==> config.mk <==
export PLATFORM = sky130hd
export DESIGN_NAME = pipe_stage_reg
export DESIGN_NICKNAME = d
export VERILOG_FILES = /design/src/rtl/pipe_stage_reg.sv
export SDC_FILE = /design/constraint.sdc
export NUM_CORES = 1
export LEC_CHECK = 0
export ABC_AREA = 1
export CAP_MARGIN = 20
export CORE_ASPECT_RATIO = 1.1
export CORE_MARGIN = 3
export CORE_UTILIZATION = 42
export CTS_BUF_LIST = sky130_fd_sc_hd__clkbuf_4 sky130_fd_sc_hd__clkbuf_8
export CTS_CLUSTER_DIAMETER = 200
export DETAILED_ROUTE_END_ITERATION = 8
export GPL_TIMING_DRIVEN = 1
export PLACE_DENSITY = 0.87
export SKIP_CTS_REPAIR_TIMING = 1
export SLEW_MARGIN = 20
export SYNTH_ARGS = -nofsm -noshare
export SYNTH_HDL_FRONTEND = slang
export SYNTH_SLANG_ARGS = --single-unit
export TNS_END_PERCENT = 100
==> constraint.sdc <==
create_clock -name clk_i -period 1.7 [get_ports clk_i]
set_input_delay 0.34 -clock clk_i [delete_from_list [all_inputs] [get_ports clk_i]]
set_output_delay 0.34 -clock clk_i [all_outputs]
set_load 0.02 [all_outputs]
==> src/rtl/pipe_stage_reg.sv <==
// Parametrised inter-stage pipeline register with stall/bubble/flush handling and load-use info.
// Optional perf counters (stall/bubble/flush) are built when PIPE_PERF_CNT_EN is defined.
module pipe_stage_reg #(
  parameter int unsigned STAGE_IDX = 2,
  parameter int unsigned XLEN      = 32,
  parameter int unsigned ADDR_W    = 32,
  parameter int unsigned RADDR_W   = 5,
  parameter logic [31:0] NOP_INST  = 32'h0000_0013,
  parameter int unsigned CNT_W     = 16
) (
  input  logic               clk_i,
  input  logic               rst_i,
  input  logic [5:0]         stall_i,
  input  logic               flush_jump_i,
  input  logic               valid_i,
  input  logic [31:0]        inst_i,
  input  logic [ADDR_W-1:0]  inst_addr_i,
  input  logic [XLEN-1:0]    op1_i,
  input  logic [XLEN-1:0]    op2_i,
  input  logic               reg_we_i,
  input  logic [RADDR_W-1:0] reg_waddr_i,
  output logic               valid_o,
  output logic [31:0]        inst_o,
  output logic [ADDR_W-1:0]  inst_addr_o,
  output logic [XLEN-1:0]    op1_o,
  output logic [XLEN-1:0]    op2_o,
  output logic               reg_we_o,
  output logic [RADDR_W-1:0] reg_waddr_o,
  output logic               inst_is_load_o,
  output logic [RADDR_W-1:0] rd_o
`ifdef PIPE_PERF_CNT_EN
  ,
  output logic [CNT_W-1:0]   stall_cnt_o,
  output logic [CNT_W-1:0]   bubble_cnt_o,
  output logic [CNT_W-1:0]   flush_cnt_o
`endif
);

  localparam logic [2:0] S_UP   = 3'(STAGE_IDX);
  localparam logic [2:0] S_DN   = 3'(STAGE_IDX + 1);
  localparam logic [6:0] OPC_LD = 7'b000_0011;

  logic w_hold;
  logic w_bubble;
  logic w_flush;
  logic w_squash;
  logic w_is_load;
  logic w_unused;

  // Downstream stalled means hold, even in the illegal upstream-running case.
  assign w_hold    = stall_i[S_DN];
  assign w_bubble  = stall_i[S_UP] & ~stall_i[S_DN];
  assign w_flush   = flush_jump_i & ~stall_i[S_UP] & ~stall_i[S_DN];
  assign w_squash  = w_bubble | w_flush | ~valid_i;
  assign w_is_load = (inst_i[6:0] == OPC_LD);
  assign w_unused  = ^{stall_i, 1'(CNT_W)};

`ifdef PIPE_PERF_CNT_EN
  logic [CNT_W-1:0] r_stall_cnt;
  logic [CNT_W-1:0] r_bubble_cnt;
  logic [CNT_W-1:0] r_flush_cnt;

  assign stall_cnt_o  = r_stall_cnt;
  assign bubble_cnt_o = r_bubble_cnt;
  assign flush_cnt_o  = r_flush_cnt;
`endif

  always_ff @(posedge clk_i) begin
    if (rst_i) begin
      valid_o        <= 1'b0;
      inst_o         <= NOP_INST;
      inst_addr_o    <= '0;
      op1_o          <= '0;
      op2_o          <= '0;
      reg_we_o       <= 1'b0;
      reg_waddr_o    <= '0;
      inst_is_load_o <= 1'b0;
      rd_o           <= '0;
    end else if (w_hold) begin
      valid_o        <= valid_o;
    end else if (w_squash) begin
      valid_o        <= 1'b0;
      inst_o         <= NOP_INST;
      inst_addr_o    <= '0;
      op1_o          <= '0;
      op2_o          <= '0;
      reg_we_o       <= 1'b0;
      reg_waddr_o    <= '0;
      inst_is_load_o <= 1'b0;
      rd_o           <= '0;
    end else begin
      valid_o        <= 1'b1;
      inst_o         <= inst_i;
      inst_addr_o    <= inst_addr_i;
      op1_o          <= op1_i;
      op2_o          <= op2_i;
      reg_we_o       <= reg_we_i;
      reg_waddr_o    <= reg_waddr_i;
      inst_is_load_o <= w_is_load;
      rd_o           <= RADDR_W'(inst_i[11:7]);
    end

`ifdef PIPE_PERF_CNT_EN
    // Saturating event counters; only squashes of a real instruction count as flushes.
    if (rst_i) begin
      r_stall_cnt  <= '0;
      r_bubble_cnt <= '0;
      r_flush_cnt  <= '0;
    end else begin
      if (w_hold && (r_stall_cnt != '1))
        r_stall_cnt <= r_stall_cnt + CNT_W'(1);
      if (w_bubble && (r_bubble_cnt != '1))
        r_bubble_cnt <= r_bubble_cnt + CNT_W'(1);
      if (w_flush && valid_i && (r_flush_cnt != '1))
        r_flush_cnt <= r_flush_cnt + CNT_W'(1);
    end
`endif
  end

endmodule

Figure 1. Signal wires by layer (run 1).
Two of the layers only.
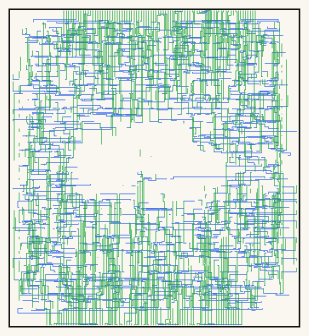
met2: marked green, wire length 8,310 um. met1: marked blue, wire length 5,860 um.

Figure 2. Zoomed window (run 1).
Window x 7 to 47, y 70 to 110 um. Cells in gray, sequential cells in the stronger gray; small squares are vias.
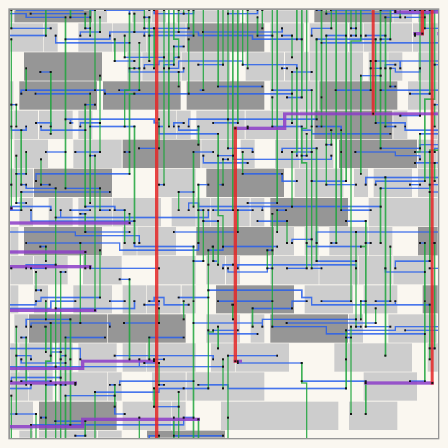
met2: marked green. met4: marked red. met3: marked purple. met1: marked blue.
Sequential cells in the window: 19. Most frequent: nand2_1 (26), dfxtp_1 (19), clkdlybuf4s50_1 (16). 119 logic cells have their middle in the window. Netlist names of flops here include `inst_addr_o` (9), `op1_o` (5), `op2_o` (5).

==> results.py, run 1 <==
# Metrics from the implementation run
metrics = {
    "final_timing": {
        "slew_headroom_pct": 61.9,
        "worst_pin_slew_ns": 0.571,
        "finalHoldViolations": 0,
        "post-route-min-period_ns": 1.39,
        "slew_violations": 0,
        "setup_repair_after_global_routing_missed_its_margin": "no",
        "final.period_utilization_pct": 81.6,
        "fin_worst_hold_slack_ns": 0.222,
        "timing.fmax_ghz": 0.721,
    },
    "final_layout": {
        "antenna_cells": 0,
        "layout-area-overhead-vs-synth_pct": 75.3,
        "final_cell_area_mm2": 0.00870,
        "sequential_cell_area_mm2": 0.00272,
        "mi_logic_area_mm2": 0.00192,
        "final-instance-count-excl-fill": 1038,
        "layout.filler_cells": 780,
        "number_of_nets_at_the_end_of_the_flow": 1019,
        "lay_top_cells": "241 x sky130_fd_sc_hd__nand2_1, 141 x sky130_fd_sc_hd__dlymetal6s2s_1, 137 x sky130_fd_sc_hd__clkdlybuf4s50_1, 136 x sky130_fd_sc_hd__dfxtp_1, 106 x sky130_fd_sc_hd__a21oi_1",
        "final_layout_size_suffix_gt1_share_pct": 12.6,
    },
    "drt": {
        "vias": 4980,
        "wl_per_cell_um": 15.6,
        "wirelength_mm": 16.2,
        "detail_route.drc_violations": 0,
        "route.detailed.vias_per_inst": 4.80,
        "drt_first_pass_iters": 4,
        "final_antenna_net_count": 0,
    },
    "worst_hold_path": {
        "hp-start": "stall_i[3]",
        "worstHoldEndpoint": "valid_o",
        "worstHoldPathType": "in -> reg",
        "hold_depth": 3,
    },
    "worst_setup_path": {
        "critPathCaptureType": "output port",
        "cell_with_the_biggest_individual_delay_on_the_critical_path": "sky130_fd_sc_hd__dfxtp_1",
        "regToRegEndpoint": "op2_o[28]",
        "worstSetupPathDepth": 1,
        "path_delay_family": "flip-flops",
        "critPathRequiredTime_ns": 1.36,
        "path_class": "reg -> out",
        "crit_path_max_incr_delay_ns": 0.34,
        "r2r_slack_ns": 1.01,
        "start_kind": "register",
        "crit_path_max_fanout": 2,
        "worst_ep_arrival_time_ns": 1.05,
        "crit-reg2reg-launch": "op2_o[28]",
        "crit_start": "op2_o[3]",
        "critical_path_cell_list": "dlymetal6s2s_1",
    },
    "global_route": {
        "grt_pass1_vias": 4806,
        "first_pass_grt_wire_length_mm": 23.7,
        "gr-usage-met3_pct": 7.85,
        "antenna_found_initial": 0,
        "pin_count_of_the_biggest_net_entering_global_routing": 76,
        "overall_routing_resource_usage_pct": 23.1,
        "grtUsageMet1_pct": 25.0,
        "global_route.peak_usage_layer": "met2",
    },
    "floorplanning": {
        "die_x_um": 110,
        "placeableCoreArea_mm2": 0.0115,
        "chip_area_mm2": 0.0132,
        "fp-row-count": 41,
        "initial_core_util_pct": 43.2,
    },
    "placement": {
        "dp_hpwl_mm": 10.9,
        "placedInstanceArea_mm2": 0.00790,
        "placed_cells_incl_taps": 1006,
        "placement.io_buffers": 280,
    },
    "clock_network": {
        "cts-root-to-sink-buffers": 2,
        "tritoncts": "built",
        "cts_made_buffers": 17,
        "clock_tree.root_cell": "sky130_fd_sc_hd__clkbuf_8",
        "clock_slew_seen_by_the_registers_of_the_worst_setup_and_hold_paths_ns": 0.08,
    },
    "yosys": {
        "synth.cell_area_mm2": 0.00496,
        "syn-num-nets": 751,
        "number_of_standard_cells_after_synthesis": 607,
        "synthesis.area_per_instance_um2": 8.18,
        "yosys.cell_types.count": 17,
        "synth_chip_area_mm2": 0.00496,
        "yosys_warnings": 0,
        "synth-seq-area-share_pct": 54.8,
        "synth.ff_latch_count": 136,
    },
    "job": {
        "maxCapViolations": 0,
        "tool_warnings": 30,
    },
    "pwr": {
        "p_leak_nw": 5.39,
        "vdd.ir_drop.worst_uv": 426,
        "power_dens_cells_mw_per_mm2": 799,
    },
    "run_status": {
        "status": "finished, final reports clean",
    },
}
Figure 3. Clock routing (run 1).
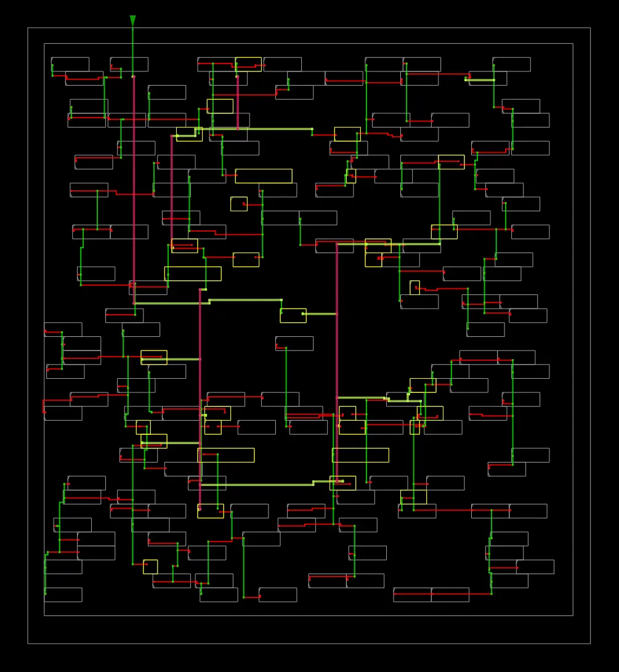
latest clock arrival within the worst-skew pair: 0.42 ns
flip-flop and latch count: 136
final worst clock skew: 0 ns
sink count of the clock tree: 136

[run 1: cells by family after synthesis]
logic type             after synthesis  synth area share [%]
and+or+nand+nor                    278                  22.8
DFF                                136                  54.8
AOI/OAI and AO/OA                  136                  15.8
buffers and inverters               57                  6.55
[run 1: power by group]
group	total (W)	switching (W)	leakage, nW	internal [W]
logic	0.000743	0.000323	4.06	0.000421
clock network	0.00296	0.00124	0.231	0.00171
registers	0.00325	0.0000211	1.10	0.00323
[run 1: cell type report]
cell class              count  share of cell area [%]
clock buffers              21                    3.18
well taps                 150                    2.16
repair buffers            298                    39.0
inverters                   8                   0.359
clock inverters            11                    1.96
multi-input cells         414                    22.0
flip-flops and latches    136                    31.3
[run 1: synth_stat cells]
cell type                  number  area [um2]
sky130_fd_sc_hd__a21oi_1      106         531
sky130_fd_sc_hd__a21oi_2       27         236
sky130_fd_sc_hd__buf_1          3        11.3
sky130_fd_sc_hd__buf_2         10        50.1
sky130_fd_sc_hd__buf_4          5        37.5
sky130_fd_sc_hd__buf_6          9         101
sky130_fd_sc_hd__buf_8          1        15.0
sky130_fd_sc_hd__clkbuf_1      21        78.8
sky130_fd_sc_hd__clkinv_2       1        5.00
sky130_fd_sc_hd__dfxtp_1      136        2720
sky130_fd_sc_hd__inv_1          7        26.3
sky130_fd_sc_hd__nand2_1      241         905
sky130_fd_sc_hd__nand2_2       31         194
sky130_fd_sc_hd__nand3_1        2        10.0
sky130_fd_sc_hd__nor2_1         3        11.3
sky130_fd_sc_hd__nor2_4         1        11.3
sky130_fd_sc_hd__o22ai_1        3        18.8
[run 1: registers in the layout (all words and copies together) (netlist names)]
signal / cells
reg_waddr_o: 5
inst_o: 32
op1_o: 32
inst_addr_o: 32
op2_o: 32
reg_we_o: 1
valid_o: 1
inst_is_load_o: 1
[run 1: how the worst max path moves through the flow]
stage | endpoint | slack [ns]
4_1_cts | op2_o[3] | -0.10
3_3_place_gp | op1_o[3] | 0.0007
3_5_place_dp | reg_waddr_o[4] | -0.08
2_1_floorplan | op2_o[18] | 0.50
6_report | op2_o[3] | 0.31
5_1_grt | inst_addr_o[17] | 0.24
[run 1: routing by layer]
metal	share of wire (%)	up-vias
met1	36	2267
met2	51	199
met4	4.1	0
li1	-	2461
met3	8.2	53
met5	0	-
[run 1: metrics by stage]
| step | utilization [%] | power, W | TNS (ns) | setup slack (ns) |
|---|---|---|---|---|
| 2_1_floorplan | - | 0.00359 | 0 | 0.497 |
| 3_3_place_gp | 68.8 | 0.00406 | 0 | 0.000726 |
| 3_5_place_dp | 68.8 | 0.00407 | -1.17 | -0.0803 |
| 4_1_cts | 72.7 | 0.00700 | -7.42 | -0.105 |
| 5_1_grt | 75.7 | 0.00719 | 0 | 0.242 |
| 6_report | 75.7 | 0.00695 | 0 | 0.313 |
==> run 2, diff against run 1 <==
CORE_UTILIZATION = 35   (was 42)
PLACE_DENSITY = 0.78   (was 0.87)
clock period = 1.17 ns   (was 1.7 ns; I/O delays follow)
==> run 2 against run 1 <==
  * Global-route usage fell by 3.7 points
  * Sequential share of layout area rose by 0.12 points
  * Clock skew did not move
  * Hold slack improved by 0.0047 ns
  * Wire length rose by 3.9%
  * Cell count rose by 8.8%
  * First-iteration DRC count fell by 15%
  * Via count rose by 3.5%
  * Largest power group unchanged
==> results.py, run 2 <==
# Metrics from the implementation run
metrics = {
    "job": {
        "maxCapViolations": 0,
        "tool_warnings": 31,
    },
    "global_route": {
        "pin_count_of_the_biggest_net_entering_global_routing": 68,
        "first_pass_grt_wire_length_mm": 24.2,
        "antenna_found_initial": 0,
        "gr-usage-met3_pct": 8.22,
        "grtUsageMet1_pct": 22.8,
        "overall_routing_resource_usage_pct": 19.4,
        "grt_pass1_vias": 4799,
        "global_route.peak_usage_layer": "met2",
        "overflow": 0,
        "use_met2_pct": 32.4,
    },
    "yosys": {
        "synth_dominant_cell_count": "sky130_fd_sc_hd__nand2_1",
        "synth_chip_area_mm2": 0.00496,
        "synth.ff_latch_count": 136,
        "synthTopCellsByArea": "sky130_fd_sc_hd__dfxtp_1 55%, sky130_fd_sc_hd__nand2_1 18%, sky130_fd_sc_hd__a21oi_1 11%",
        "edf_count": 0,
        "syn-num-nets": 751,
        "yosys.cell_types.count": 17,
        "yosys_warnings": 0,
        "ys_top_cells_by_count": "241 x sky130_fd_sc_hd__nand2_1, 136 x sky130_fd_sc_hd__dfxtp_1, 106 x sky130_fd_sc_hd__a21oi_1",
        "number_of_standard_cells_after_synthesis": 607,
        "yosysTopAreaCellShare_pct": 54.8,
        "ys_cells": 607,
        "synth-seq-area-share_pct": 54.8,
        "yosys.area.top_type": "sky130_fd_sc_hd__dfxtp_1",
        "synth_flop_type": "sky130_fd_sc_hd__dfxtp_1",
        "share_of_synthesized_registers_carrying_an_async_set_or_reset_pct": 0,
        "synth.cell_area_mm2": 0.00496,
        "synthesis.area_per_instance_um2": 8.18,
    },
    "drt": {
        "final_antenna_net_count": 0,
        "detail_route.drc_violations": 0,
        "wl_per_cell_um": 14.9,
        "drt_iter0_drc": 220,
        "drt_first_pass_iters": 5,
        "wirelength_mm": 16.8,
        "vias": 5152,
        "route.detailed.vias_per_inst": 4.56,
    },
    "final_layout": {
        "final-instance-count-excl-fill": 1129,
        "final_layout_size_suffix_gt1_share_pct": 47.4,
        "number_of_nets_at_the_end_of_the_flow": 1072,
        "layout_top_cell_excl_fill_tap": "sky130_fd_sc_hd__nand2_1",
        "lay_top_cells": "241 x sky130_fd_sc_hd__nand2_1, 140 x sky130_fd_sc_hd__buf_6, 137 x sky130_fd_sc_hd__clkdlybuf4s50_1, 134 x sky130_fd_sc_hd__dfxtp_2, 102 x sky130_fd_sc_hd__a21oi_1",
        "layout-area-overhead-vs-synth_pct": 85.9,
        "antenna_cells": 0,
    },
    "pwr": {
        "power.total_w": 0.0101,
        "power_dens_cells_mw_per_mm2": 1090,
        "p_leak_nw": 3.59,
        "vdd.ir_drop.worst_uv": 786,
    },
    "floorplanning": {
        "die_x_um": 120,
        "initial_core_util_pct": 35.8,
        "placeableCoreArea_mm2": 0.0139,
        "design.portCount": 285,
        "chip_area_mm2": 0.0157,
        "die_h_um": 131,
        "fp-row-count": 45,
    },
    "clock_network": {
        "clock.latency.late_pin_ns": 0.43,
        "tritoncts": "built",
        "h-tree-depth": 4,
        "cts_made_buffers": 17,
        "clock_slew_seen_by_the_registers_of_the_worst_setup_and_hold_paths_ns": 0.08,
        "cts-root-to-sink-buffers": 2,
        "clock_tree.root_cell": "sky130_fd_sc_hd__clkbuf_8",
        "cts_num_sinks": 136,
    },
    "placement": {
        "placement.io_buffers": 280,
        "place.gp.congestion": 0.796,
        "placed_cells_incl_taps": 1054,
        "dp_hpwl_mm": 11.3,
        "preCtsSetupSlack_ns": -0.433,
    },
    "final_timing": {
        "finalHoldViolations": 0,
        "worst_slack_ns": 0.00511,
        "final.period_utilization_pct": 99.6,
        "slew_violations": 0,
        "timing.fmax_ghz": 0.858,
        "post-route-min-period_ns": 1.16,
        "setup_repair_after_global_routing_missed_its_margin": "yes",
        "slew_headroom_pct": 79.1,
        "worst_pin_slew_ns": 0.314,
        "clock_skew_ns": 0,
        "fin_tns_setup_ns": 0,
        "setup_viol": 0,
    },
    "worst_setup_path": {
        "crit_path_max_fanout": 3,
        "worstSetupPathDepth": 1,
        "crit_path_max_incr_delay_ns": 0.38,
        "path_delay_family": "flip-flops",
        "critPathBufInv": 1,
        "worst_ep_arrival_time_ns": 0.93,
        "reg2regPathDepth": 4,
        "critical_path_cell_list": "buf_6",
        "cell_with_the_biggest_individual_delay_on_the_critical_path": "sky130_fd_sc_hd__dfxtp_4",
        "critPathCaptureType": "output port",
        "path_class": "reg -> out",
        "critPathRequiredTime_ns": 0.94,
        "start_kind": "register",
    },
    "worst_hold_path": {
        "worstHoldPathType": "in -> reg",
        "hold_depth": 5,
    },
    "run_status": {
        "status": "finished, final reports clean",
    },
}
## run 2: cell counts after synthesis
Identical to the previous run, type by type.
## run 2: logic make-up after synthesis
logic type	synth area share [%]
simple gates	22.8
flops	54.8
compound gates	15.8
buf+inv	6.55
## run 2: path summary, 6_finish.rpt
kind	slack, ns	end	startpoint
max	0.005	rd_o[2]	inst_o[9]
min	0.23	inst_o[0]	stall_i[3]
max reg2reg	0.37	inst_addr_o[16]	inst_addr_o[16]
min reg2reg	0.47	inst_addr_o[15]	inst_addr_o[15]
## run 2: per-stage QoR
step           util (%)  instance area (um2)  hold slack [ns]
3_3_place_gp       58.5                 8100            0.450
5_1_grt            66.6                 9230            0.213
3_5_place_dp       58.5                 8100            0.454
2_1_floorplan         -                 4960            0.365
4_1_cts            61.6                 8530            0.188
6_report           66.6                 9230            0.227
## run 2: area by class of cell
| class | instances | area (um2) |
|---|---|---|
| tap | 188 | 235 |
| timing repair buffer | 351 | 3710 |
| inverter | 8 | 31.3 |
| sequential | 136 | 2900 |
| multi-input combinational | 414 | 1930 |
| clock buffer | 20 | 275 |
| fill | 1072 | 4620 |
| clock inverter | 12 | 149 |
## run 2: routing by layer
layer / part of all wire, % / vias to the layer above
li1: - / 2570
met1: 39 / 2368
met2: 51 / 193
met3: 8.8 / 21
met4: 1.4 / 0
met5: 0 / -
## run 2: report_power, final
part	internal (W)	switching (W)	leakage [nW]	total, W
logic	0.000701	0.000482	2.21	0.00118
registers	0.00470	0.0000489	1.16	0.00475
clock network	0.00227	0.00186	0.207	0.00413
Figure 4. I/O nets highlighted (run 2).
Scale bar: 20 um.
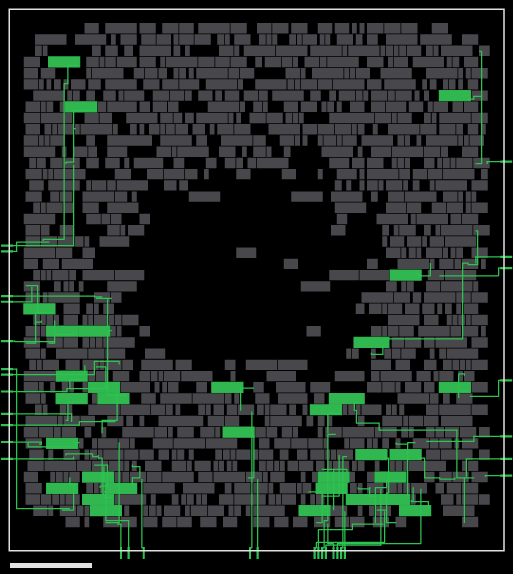
`inst_o`: marked green, bits 32, direction output, end cells 32, buffers 32, wire 1,200 um.

Figure 5. Signal wires by layer (run 2).
Two of the layers only.
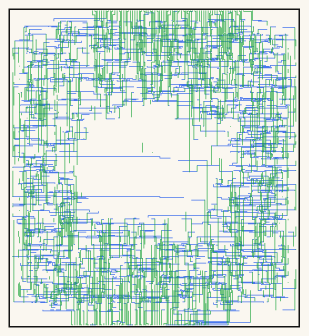
met2: marked green, wire length 8,620 um. met1: marked blue, wire length 6,470 um.

No activity file was given, so power comes from the tool's default toggle rates.
